--- src/rtl/sonar_ping_tx.sv ---
// 8-channel ultrasonic ping transmitter: steered 40 kHz square-wave bursts,
// a capture-sync pulse on the first edge, then an enforced hold-off window.

module sonar_ping_lane #(
    parameter int HALF_PERIOD = 338
) (
    input  logic        clk,
    input  logic        nRST,
    input  logic        clr,
    input  logic        run,
    input  logic [15:0] t,
    input  logic [9:0]  dly,
    input  logic [15:0] len,
    output logic        drv_p,
    output logic        drv_n
);
    localparam logic [9:0] HP_M1 = 10'(HALF_PERIOD - 1);

    logic [9:0]  hcnt_q;
    logic        ph_q;
    logic [15:0] u;
    logic        act;

    // Local time u = t - d; the counters only advance while the lane is inside its window.
    assign u     = t - {6'd0, dly};
    assign act   = run && (t >= {6'd0, dly}) && (u < len);
    assign drv_p = act && !ph_q;
    assign drv_n = act && ph_q;

    always_ff @(posedge clk) begin
        if (!nRST || clr) begin
            hcnt_q <= '0;
            ph_q   <= 1'b0;
        end else if (act) begin
            if (hcnt_q == HP_M1) begin
                hcnt_q <= '0;
                ph_q   <= !ph_q;
            end else begin
                hcnt_q <= hcnt_q + 10'd1;
            end
        end
    end
endmodule

module sonar_ping_tx #(
    parameter int HALF_PERIOD = 338,
    parameter int HOLDOFF     = 65535
) (
    input  logic       clk,
    input  logic       nRST,
    input  logic       start,
    input  logic [3:0] burstLen,
    input  logic [7:0] steer,
    output logic [7:0] tx,
    output logic [7:0] txN,
    output logic       captureStart,
    output logic       busy,
    output logic       done
);
    localparam logic [1:0]  ST_IDLE = 2'd0;
    localparam logic [1:0]  ST_RUN  = 2'd1;
    localparam logic [1:0]  ST_HOLD = 2'd2;
    localparam logic [15:0] HP16    = 16'(HALF_PERIOD);
    localparam logic [15:0] HO16    = 16'(HOLDOFF);

    logic [1:0]       state_q, state_d;
    logic [15:0]      t_q, t_d, hold_q, hold_d;
    logic [3:0]       b_q;
    logic [7:0]       s_q;
    logic [7:0]       mag;
    logic [9:0]       dmax;
    logic [7:0][9:0]  dly;
    logic [15:0]      len, t_end;
    logic [7:0]       drv_p, drv_n;
    logic             accept, run;

    assign accept = (state_q == ST_IDLE) && start && (burstLen != 4'd0);
    assign run    = (state_q == ST_RUN);

    // |S| fits 8 bits unsigned, including -128.
    assign mag   = s_q[7] ? (~s_q + 8'd1) : s_q;
    assign dmax  = 10'd7 * {2'd0, mag};
    assign len   = {11'd0, b_q, 1'b0} * HP16;
    assign t_end = {6'd0, dmax} + len - 16'd1;

    for (genvar i = 0; i < 8; i++) begin : g_lane
        localparam logic [2:0] IPOS = 3'(i);
        localparam logic [2:0] INEG = 3'(7 - i);
        logic [2:0] sel;
        assign sel    = s_q[7] ? INEG : IPOS;
        assign dly[i] = {7'd0, sel} * {2'd0, mag};

        sonar_ping_lane #(.HALF_PERIOD(HALF_PERIOD)) u_lane (
            .clk   (clk),
            .nRST  (nRST),
            .clr   (accept),
            .run   (run),
            .t     (t_q),
            .dly   (dly[i]),
            .len   (len),
            .drv_p (drv_p[i]),
            .drv_n (drv_n[i])
        );
    end

    always_comb begin
        state_d = state_q;
        t_d     = t_q;
        hold_d  = hold_q;
        case (state_q)
            ST_IDLE: begin
                if (accept) begin
                    state_d = ST_RUN;
                    t_d     = '0;
                end
            end
            ST_RUN: begin
                t_d = t_q + 16'd1;
                if (t_q == t_end) begin
                    state_d = ST_HOLD;
                    hold_d  = '0;
                end
            end
            ST_HOLD: begin
                if (hold_q == HO16) state_d = ST_IDLE;
                else                hold_d  = hold_q + 16'd1;
            end
            default: state_d = ST_IDLE;
        endcase
    end

    always_ff @(posedge clk) begin
        if (!nRST) begin
            state_q      <= ST_IDLE;
            t_q          <= '0;
            hold_q       <= '0;
            b_q          <= '0;
            s_q          <= '0;
            tx           <= '0;
            txN          <= '0;
            captureStart <= 1'b0;
            busy         <= 1'b0;
            done         <= 1'b0;
        end else begin
            state_q <= state_d;
            t_q     <= t_d;
            hold_q  <= hold_d;
            if (accept) begin
                b_q <= burstLen;
                s_q <= steer;
            end
            tx           <= run ? drv_p : 8'd0;
            txN          <= run ? drv_n : 8'd0;
            captureStart <= run && (t_q == 16'd0);
            busy         <= (state_d != ST_IDLE);
            done         <= (state_q == ST_HOLD) && (state_d == ST_IDLE);
        end
    end
endmodule
--- config.mk ---
export PLATFORM = sky130hd
export DESIGN_NAME = sonar_ping_tx
export DESIGN_NICKNAME = d
export VERILOG_FILES = /design/src/rtl/sonar_ping_tx.sv
export SDC_FILE = /design/constraint.sdc
export NUM_CORES = 1
export LEC_CHECK = 0
export CAP_MARGIN = 30
export CORE_UTILIZATION = 65
export DETAILED_ROUTE_END_ITERATION = 8
export PLACE_DENSITY_LB_ADDON = 0.05
export SLEW_MARGIN = 5
export SYNTH_ARGS = -nofsm -noshare
export SYNTH_HDL_FRONTEND = slang
export SYNTH_SLANG_ARGS = --single-unit
--- constraint.sdc ---
create_clock -name clk -period 10.6 [get_ports clk]
set_clock_uncertainty 0.1 [all_clocks]
set_input_delay 2.12 -clock clk [delete_from_list [all_inputs] [get_ports clk]]
set_output_delay 2.12 -clock clk [all_outputs]
set_load 0.005 [all_outputs]
### Cells by drive strength, run 1

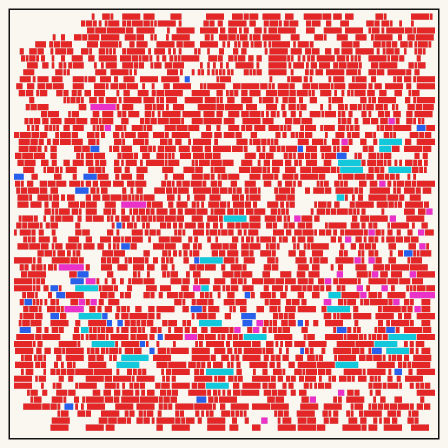
magenta -> _3 and _4 cells  # cells 39, share 1.8%, most used buf_4
cyan -> _6 and larger  # cells 25, share 1.1%, most used clkbuf_16
blue -> _2 cells  # cells 37, share 1.7%, most used or2_2
red -> _0 and _1 cells  # cells 2100, share 95%, most used ha_1
Area Overhead vs Synth: 7.24%
bufs w/o clock: 60
Final Cell Area: 19000 um^2
Final WS setup: 2.87 ns

### Track usage over the die, run 1

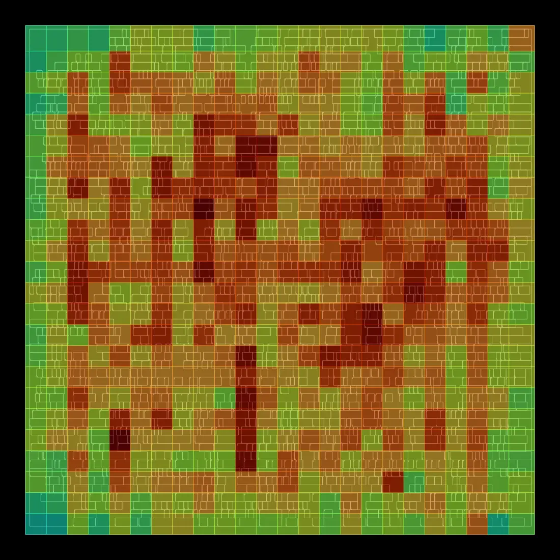
met3 usage: 4.25%
GRT Total Usage: 34.0%

### Wiring heat map, run 1

Scale bar: 50 um. The die is cut into 33 by 33 equal tiles; dark purple is low, yellow is high, scaled to the fullest tile. Values are wire area over tile area, all layers added.
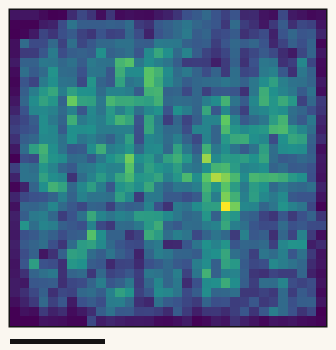
mean over tiles = 0.27
nearly empty tiles = 1.9%
tiles over half the peak = 15%
total number of vias: 16100
wire per inst: 18.5 um
Routed WL: 47.1 mm

==> Changelog: implementation, run 1 <==
### Changed

* Pin count of the biggest net entering global routing at 41
* Gate power share at between 40% and 50%
* Worst Hold End: tx[7]
* Layout cells sized above 1 at 4.59%
* Syn avg cell area at 8.11 um^2
* Rel. slew slack at about two fifths
* First-pass GRT wire length at roughly 77 mm
* Yosys cell count at around 2200
* Critical Path Slowest Stage Cell: o21ai_1
* Crit start category: flop
* Max-cap viol count at 0
* Die H at 167 um
* Sink Count at approximately 150
* GR Overflow Total at 0
* Max frequency at 0.129 GHz
* Comb group at 1.20 mW
* Drt first pass iters at 6
* Cts hold-fix bufs at 0
* Clock transition at path regs at around 0.07 ns
* Clk buf depth at 2
* Slowest Stage Delay on Critical Path at about 0.62 ns
* Sequential fraction of total cell area at ~16%
* Largest regs: g_lane.u_lane.hcnt_q x80, hold_q x16, t_q x16
* Register share after synthesis at between 10% and 20%
* Most frequent logic cell in the layout: ha_1
* AO/OA Area Share at between 10% and 20%
* Placed instance count at 2510
* Synth top cell by count: ha_1
* Final nets at approximately 2600
* Clk_lat worst skew at about 0.44 ns
* Flop count at 153
* Netlist Area Pre-Place at 17700 um^2
* Setup Fix Bufs, Post-CTS at 0
* Post-synth EDFFs at 0
* Outcome: complete, no violations
* Comb area share at about 72%
* Dominant combinational family: adder cells
* Total Power at 2.44 mW
* Tool warnings at about 45
* Ys flops at approximately 150
* IO Count at 34
* Clock-cell share at between 3 and 4%
### Wires at chosen ports, followed through buffers, run 1

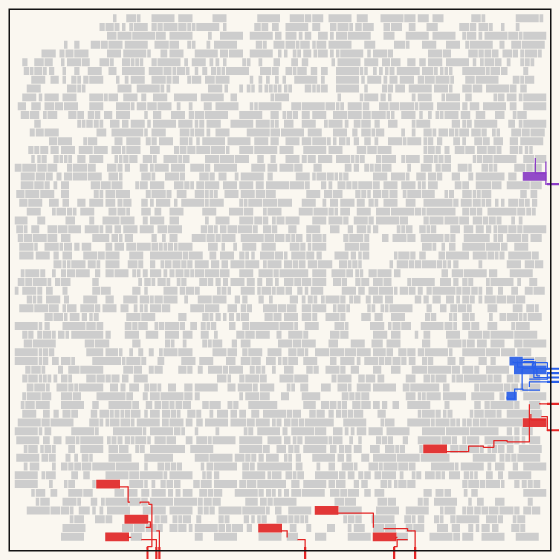

## Run 2: what changed since run 1
==> constraint.sdc (replaced) <==
create_clock -name clk -period 7.45 [get_ports clk]
set_clock_uncertainty 0.1 [all_clocks]
set_input_delay 1.49 -clock clk [delete_from_list [all_inputs] [get_ports clk]]
set_output_delay 1.49 -clock clk [all_outputs]
set_load 0.005 [all_outputs]
### Wires at chosen ports, followed through buffers, run 2

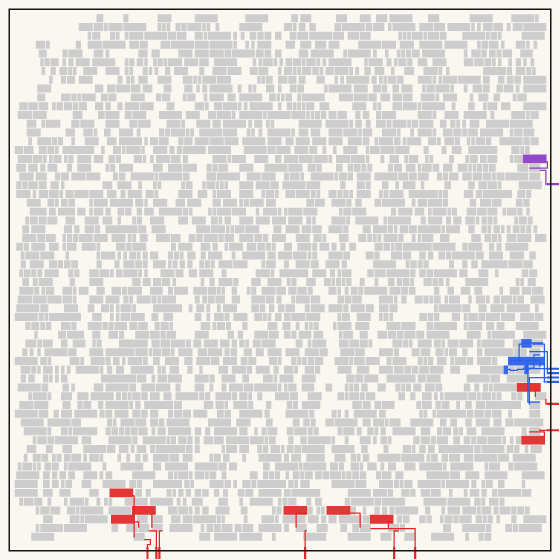
blue -> `burstLen`  # bits 4, direction input, edge east, end cells 5, buffers 4, wire 106 um
purple -> `done`  # bits 1, direction output, edge east, end cells 1, buffers 1, wire 15.0 um
red -> `txN`  # bits 8, direction output, edge 6 south, 2 east, end cells 8, buffers 8, wire 108 um

==> Changelog: implementation, run 2 <==
### Changed

* Outcome: complete, no violations (unchanged)
* Max-cap viol count at 0 (unchanged)
* Comb area share at 72.0% (was 72.4%)
* Syn avg cell area at 8.11 um^2 (unchanged)
* Yosys cell count at 2184 (unchanged)
* GR Overflow Total at 0 (unchanged)
* Critical Path Slowest Stage Cell: fa_1 (was o21ai_1)
* Tool warnings at 46 (was 45)
* Most frequent logic cell in the layout: ha_1 (unchanged)
* Netlist Area Pre-Place at 17700 um^2 (unchanged)
* Crit start category: flop (unchanged)
* First-pass GRT wire length at 77.3 mm (was 77.0 mm)
* Clk_lat worst skew at 0.45 ns (was 0.44 ns)
* GRT Total Usage at 34.1% (was 34.0%)
* Largest regs: g_lane.u_lane.hcnt_q x80, hold_q x16, t_q x16 (unchanged)
* Pin count of the biggest net entering global routing at 41 (unchanged)
* Worst Hold End: tx[1] (was tx[7])
* Wire per inst at 18.5 um (about the same)
* AO/OA Area Share at 19.1% (unchanged)
* Setup Fix Bufs, Post-CTS at 0 (unchanged)
* Met3 usage at 4.94% (was 4.25%)
* Final nets at 2567 (was 2552)
* Total Power at 3.49 mW (was 2.44 mW)
* Clock-cell share at 3.19% (was 3.25%)
* Comb group at 1.73 mW (was 1.20 mW)
* Clock transition at path regs at 0.07 ns (about the same)
* IO Count at 34 (unchanged)
* Routed WL at 47.4 mm (was 47.1 mm)
* Post-synth EDFFs at 0 (unchanged)
Power and IR drop assume default switching activity.
